--- config.mk ---
export PLATFORM = sky130hd
export DESIGN_NAME = xdma_ctrl_flat
export DESIGN_NICKNAME = d
export VERILOG_FILES = /design/src/rtl/xdma_ctrl_if.sv /design/src/rtl/xdma_ctrl.sv /design/src/flat_wrapper.sv
export SDC_FILE = /design/constraint.sdc
export NUM_CORES = 1
export LEC_CHECK = 0
export CORE_ASPECT_RATIO = 1.1
export CORE_MARGIN = 5
export CORE_UTILIZATION = 40
export DETAILED_ROUTE_END_ITERATION = 10
export PLACE_DENSITY = 0.78
export SYNTH_ARGS = -nofsm -noshare
export SYNTH_HDL_FRONTEND = slang
export SYNTH_SLANG_ARGS = --single-unit
--- constraint.sdc ---
create_clock -name clk -period 1.65 [get_ports clk]
set_input_delay 0.33 -clock clk [delete_from_list [all_inputs] [get_ports clk]]
set_output_delay 0.33 -clock clk [all_outputs]
set_load 0.03 [all_outputs]
--- src/rtl/xdma_ctrl_if.sv ---
// ============================================================================
// Module   : xdma_ctrl_if
// Brief    : Control-bus, memory-port and status bundle for the xdma_ctrl copy engine.
// Revision : 1.0  initial release
// ============================================================================
`default_nettype none

`ifndef ADDR_W
`define ADDR_W 9
`endif
`ifndef DATA_W
`define DATA_W 32
`endif

interface xdma_ctrl_if #(
    parameter int AW = `ADDR_W - 1,
    parameter int DW = `DATA_W
);
    logic          ctrl_sel;
    logic          ctrl_we;
    logic [1:0]    ctrl_addr;
    logic [DW-1:0] ctrl_data_in;
    logic [DW-1:0] ctrl_data_out;
    logic          cpu_data_sel;
    logic          dma_sel;
    logic          dma_we;
    logic [AW-1:0] dma_addr;
    logic [DW-1:0] dma_data_in;
    logic [DW-1:0] dma_data_out;
    logic          busy;
    logic          irq;

    // slave: the DMA controller; master: the CPU/memory environment around it
    modport slave (
        input  ctrl_sel, ctrl_we, ctrl_addr, ctrl_data_in, cpu_data_sel, dma_data_out,
        output ctrl_data_out, dma_sel, dma_we, dma_addr, dma_data_in, busy, irq
    );
    modport master (
        output ctrl_sel, ctrl_we, ctrl_addr, ctrl_data_in, cpu_data_sel, dma_data_out,
        input  ctrl_data_out, dma_sel, dma_we, dma_addr, dma_data_in, busy, irq
    );
endinterface

`default_nettype wire

--- src/rtl/xdma_ctrl.sv ---
// ============================================================================
// Module   : xdma_ctrl
// Brief    : Single-channel word-copy DMA sharing the memory port with a CPU.
// Revision : 1.0  initial release
// ============================================================================
`default_nettype none

`ifndef ADDR_W
`define ADDR_W 9
`endif
`ifndef DATA_W
`define DATA_W 32
`endif

module xdma_ctrl #(
    parameter int LEN_W = 8
) (
    input  wire logic   clk,
    input  wire logic   rst_n,
    xdma_ctrl_if.slave  bus
);
    localparam int AW = `ADDR_W - 1;
    localparam int DW = `DATA_W;

    localparam logic [1:0] C_REG_SRC    = 2'd0;
    localparam logic [1:0] C_REG_DST    = 2'd1;
    localparam logic [1:0] C_REG_LEN    = 2'd2;
    localparam logic [1:0] C_REG_STATUS = 2'd3;

    typedef enum logic [1:0] {
        S_IDLE = 2'd0,
        S_RD   = 2'd1,
        S_CAP  = 2'd2,
        S_WR   = 2'd3
    } state_t;

    state_t            r_state, w_state_nxt;
    logic [AW-1:0]     r_src, r_dst;
    logic [LEN_W-1:0]  r_len;
    logic [DW-1:0]     r_buf;
    logic              r_done, r_irq;

    logic w_wr, w_cfg_wr, w_len_start, w_abort, w_clr_done;
    logic w_grant_wr, w_last;

    // Configuration writes only land while idle; STATUS writes are always accepted.
    assign w_wr        = bus.ctrl_sel && bus.ctrl_we;
    assign w_cfg_wr    = w_wr && (r_state == S_IDLE);
    assign w_len_start = w_cfg_wr && (bus.ctrl_addr == C_REG_LEN) &&
                         (bus.ctrl_data_in[LEN_W-1:0] != '0);
    assign w_abort     = w_wr && (bus.ctrl_addr == C_REG_STATUS) && bus.ctrl_data_in[1];
    assign w_clr_done  = w_wr && (bus.ctrl_addr == C_REG_STATUS) && bus.ctrl_data_in[0];
    assign w_grant_wr  = (r_state == S_WR) && !bus.cpu_data_sel;
    assign w_last      = w_grant_wr && (r_len == LEN_W'(1));

    always_ff @(posedge clk or negedge rst_n) begin
        if (!rst_n) begin
            r_state <= S_IDLE;
        end else begin
            r_state <= w_state_nxt;
        end
    end

    always_comb begin
        w_state_nxt     = r_state;
        bus.dma_sel     = 1'b0;
        bus.dma_we      = 1'b0;
        bus.dma_addr    = '0;
        bus.dma_data_in = '0;
        case (r_state)
            S_IDLE: begin
                if (w_len_start) w_state_nxt = S_RD;
            end
            S_RD: begin
                bus.dma_sel  = 1'b1;
                bus.dma_addr = r_src;
                if (!bus.cpu_data_sel) w_state_nxt = S_CAP;
            end
            S_CAP: begin
                w_state_nxt = S_WR;
            end
            S_WR: begin
                bus.dma_sel     = 1'b1;
                bus.dma_we      = 1'b1;
                bus.dma_addr    = r_dst;
                bus.dma_data_in = r_buf;
                if (w_grant_wr) w_state_nxt = w_last ? S_IDLE : S_RD;
            end
            default: w_state_nxt = S_IDLE;
        endcase
        if (w_abort && (r_state != S_IDLE)) w_state_nxt = S_IDLE;
    end

    always_ff @(posedge clk or negedge rst_n) begin
        if (!rst_n) begin
            r_src  <= '0;
            r_dst  <= '0;
            r_len  <= '0;
            r_buf  <= '0;
            r_done <= 1'b0;
            r_irq  <= 1'b0;
        end else begin
            r_irq <= 1'b0;
            if (w_cfg_wr && (bus.ctrl_addr == C_REG_SRC)) r_src <= bus.ctrl_data_in[AW-1:0];
            if (w_cfg_wr && (bus.ctrl_addr == C_REG_DST)) r_dst <= bus.ctrl_data_in[AW-1:0];
            if (w_len_start) begin
                r_len  <= bus.ctrl_data_in[LEN_W-1:0];
                r_done <= 1'b0;
            end
            if (r_state == S_CAP) r_buf <= bus.dma_data_out;
            if (w_grant_wr) begin
                r_src <= r_src + AW'(1);
                r_dst <= r_dst + AW'(1);
                r_len <= r_len - LEN_W'(1);
            end
            if (w_clr_done) r_done <= 1'b0;
            // An abort on the final write still lets the write land but hides completion.
            if (w_last && !w_abort) begin
                r_done <= 1'b1;
                r_irq  <= 1'b1;
            end
        end
    end

    assign bus.busy = (r_state != S_IDLE);
    assign bus.irq  = r_irq;

    always_comb begin
        bus.ctrl_data_out = '0;
        case (bus.ctrl_addr)
            C_REG_SRC:    bus.ctrl_data_out = DW'(r_src);
            C_REG_DST:    bus.ctrl_data_out = DW'(r_dst);
            C_REG_LEN:    bus.ctrl_data_out = DW'(r_len);
            C_REG_STATUS: bus.ctrl_data_out = DW'({r_done, bus.busy});
            default:      bus.ctrl_data_out = '0;
        endcase
    end

endmodule

`default_nettype wire

--- src/flat_wrapper.sv ---
// flat-port wrapper written by rule: the top's interface ports become plain ports
module xdma_ctrl_flat 
#(
    parameter int LEN_W = 8
)
  (clk, rst_n, bus_ctrl_sel, bus_ctrl_we, bus_ctrl_addr, bus_ctrl_data_in, bus_cpu_data_sel, bus_dma_data_out, bus_ctrl_data_out, bus_dma_sel, bus_dma_we, bus_dma_addr, bus_dma_data_in, bus_busy, bus_irq);
  xdma_ctrl_if #(.AW((`ADDR_W - 1)), .DW((`DATA_W))) bus_i ();
  input  wire logic clk;
  input  wire logic rst_n;
  input wire logic [$bits(bus_i.ctrl_sel)-1:0] bus_ctrl_sel;
  input wire logic [$bits(bus_i.ctrl_we)-1:0] bus_ctrl_we;
  input wire logic [$bits(bus_i.ctrl_addr)-1:0] bus_ctrl_addr;
  input wire logic [$bits(bus_i.ctrl_data_in)-1:0] bus_ctrl_data_in;
  input wire logic [$bits(bus_i.cpu_data_sel)-1:0] bus_cpu_data_sel;
  input wire logic [$bits(bus_i.dma_data_out)-1:0] bus_dma_data_out;
  output wire logic [$bits(bus_i.ctrl_data_out)-1:0] bus_ctrl_data_out;
  output wire logic [$bits(bus_i.dma_sel)-1:0] bus_dma_sel;
  output wire logic [$bits(bus_i.dma_we)-1:0] bus_dma_we;
  output wire logic [$bits(bus_i.dma_addr)-1:0] bus_dma_addr;
  output wire logic [$bits(bus_i.dma_data_in)-1:0] bus_dma_data_in;
  output wire logic [$bits(bus_i.busy)-1:0] bus_busy;
  output wire logic [$bits(bus_i.irq)-1:0] bus_irq;
  assign bus_i.ctrl_sel = bus_ctrl_sel;
  assign bus_i.ctrl_we = bus_ctrl_we;
  assign bus_i.ctrl_addr = bus_ctrl_addr;
  assign bus_i.ctrl_data_in = bus_ctrl_data_in;
  assign bus_i.cpu_data_sel = bus_cpu_data_sel;
  assign bus_i.dma_data_out = bus_dma_data_out;
  assign bus_ctrl_data_out = bus_i.ctrl_data_out;
  assign bus_dma_sel = bus_i.dma_sel;
  assign bus_dma_we = bus_i.dma_we;
  assign bus_dma_addr = bus_i.dma_addr;
  assign bus_dma_data_in = bus_i.dma_data_in;
  assign bus_busy = bus_i.busy;
  assign bus_irq = bus_i.irq;
  xdma_ctrl #(.LEN_W(LEN_W)) u_core (.clk(clk), .rst_n(rst_n), .bus(bus_i));
endmodule
gates.png
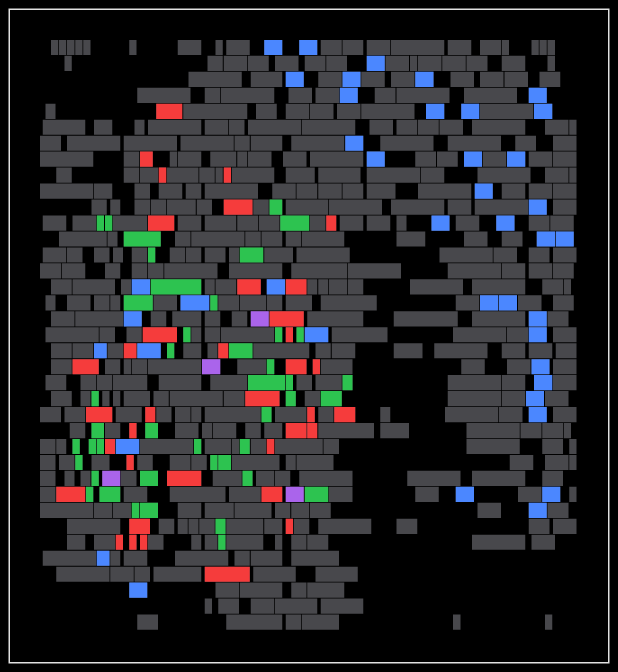
- green: nand cells (cells 43)
- red: nor cells (cells 37)
- blue: and/or cells (cells 42; where widely spread)
- purple: xor and xnor cells (cells 4)

==> reports/qor.yml <==
outcome: "finished with violations"
violations: "negative setup slack"
yosys_area_um2: 3720
slowest_delay_ns: 0.48
min_period_over_period_pct: 124
cts_sinks: 60
cts_setup_buffers: 5
seq_area_um2: 1510
cp_slowest_cell: "mux4_2"
vias: 3491
ys_cells: 365
drt_iter0_drc: 209
worstHoldPathType: "reg2reg"
drv_cap: 0
crit_family: "multiplexers"
topCellsByArea: "dfrtp_1 40%, mux2_2 8.8%, buf_4 5.9%, and2_1 5.7%, mux2i_1 4.0%"
logic_area_um2: 2470
grt_max_degree: 61
cts_tree: "done"
finalSetupViolations: 68
vdd_drop_max_mv: 0.994
clock_path_buffers: 2
arrival_ns: 1.71
setup_slack_ns: -0.394
min_from: "u_core.r_buf[22]"
cts.repair.resized: 76
async_flop_share_pct: 100
ys_seq_share_pct: 40.4
gp_congestion: 0.982
crit_chain: "inv_2, ha_4, clkinvlp_4, mux4_2, buf_6"
post-route-util_pct: 68.9
syn_to_final_growth_pct: 70.7
overflow: 0
dp_slack_ns: -0.694
clock_latency_ns: 0.35
wirelength_um: 12500
maxSlewViolCount: 0
drt_first_pass_iters: 4
filler_cell_count: 614
drc: 0
clk_pin_slew_ns: 0.07
setup-tns-final_ns: -15.40
rrSetupSlack_ns: -0.17
path_class: "reg2out"
warning_count: 57
clock_wires.png
Bar = 20 um.
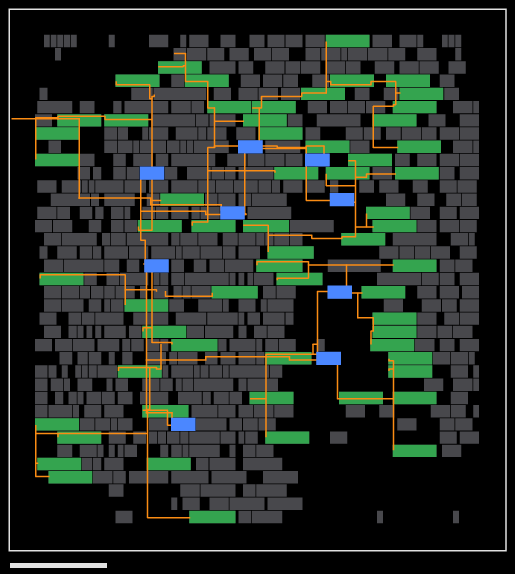
- orange: clock wires (length 879 um)
- blue: clock-net drivers (count 9)
- green: flip-flops (count 60)
- flops lie: widely spread
- routed clock nets: 10

per-layer routing:
metal | global-route usage (%) | routed length [um] | vias up
met1 | 21.7 | 4730 | 1700
met3 | 3.08 | 822 | 34
met5 | 0 | 0 | -
li1 | - | - | 1615
met2 | 33.4 | 6580 | 142
met4 | 7.17 | 334 | 0
layout by cell type (no fill, tap or decap), types with 13 or more instances in the layout:
cell             instances
and2_4                  32
buf_4                   57
buf_6                   55
clkdlybuf4s50_1         43
conb_1                  24
dfrtp_1                 51
mux2_2                  29
nand2_1                 21
o21ai_1                 13
area by class of cell:
cell class | count | share of cell area (%)
Tap cell | 117 | 2.31
Clock buffer | 9 | 1.95
Multi-Input combinational cell | 275 | 38.9
Timing Repair Buffer | 182 | 31.0
Inverter | 8 | 0.532
Clock inverter | 7 | 1.44
Sequential cell | 60 | 23.8
worst paths after layout:
| path | end |
|---|---|
| setup / recovery | bus_ctrl_data_out[0] |
| min in group asynchronous | u_core.bus.irq |
| setup reg to reg | u_core.r_len[3] |
| hold reg to reg | u_core.r_buf[22] |
| hold / removal | u_core.r_buf[22] |
| max in group asynchronous | u_core.r_dst[5] |
flip-flops by register name, indices dropped and copies added, names as in the netlist:
register	cells
u_core.r_buf	32
u_core.r_dst	8
u_core.r_len	8
u_core.r_src	8
u_core.r_state	2
u_core.bus.irq	1
u_core.r_done	1
cells by family after synthesis:
kind of cell	count (synthesis)	share of synthesized area [%]
adder cells (fa/ha/maj)	8	2.69
XOR/XNOR	4	0.942
flip-flops	60	40.4
other	1	0.101
multiplexers	49	14.9
AND-OR/OR-AND	68	12.7
AND/OR/NAND/NOR	122	19.3
buffers and inverters	53	8.95
where the power goes:
part | total (uW) | internal [uW] | switching [uW]
clock | 1470 | 844 | 624
combinational | 6970 | 3720 | 3260
sequential | 2950 | 2220 | 732
No activity file was given, so power comes from the tool's default toggle rates.
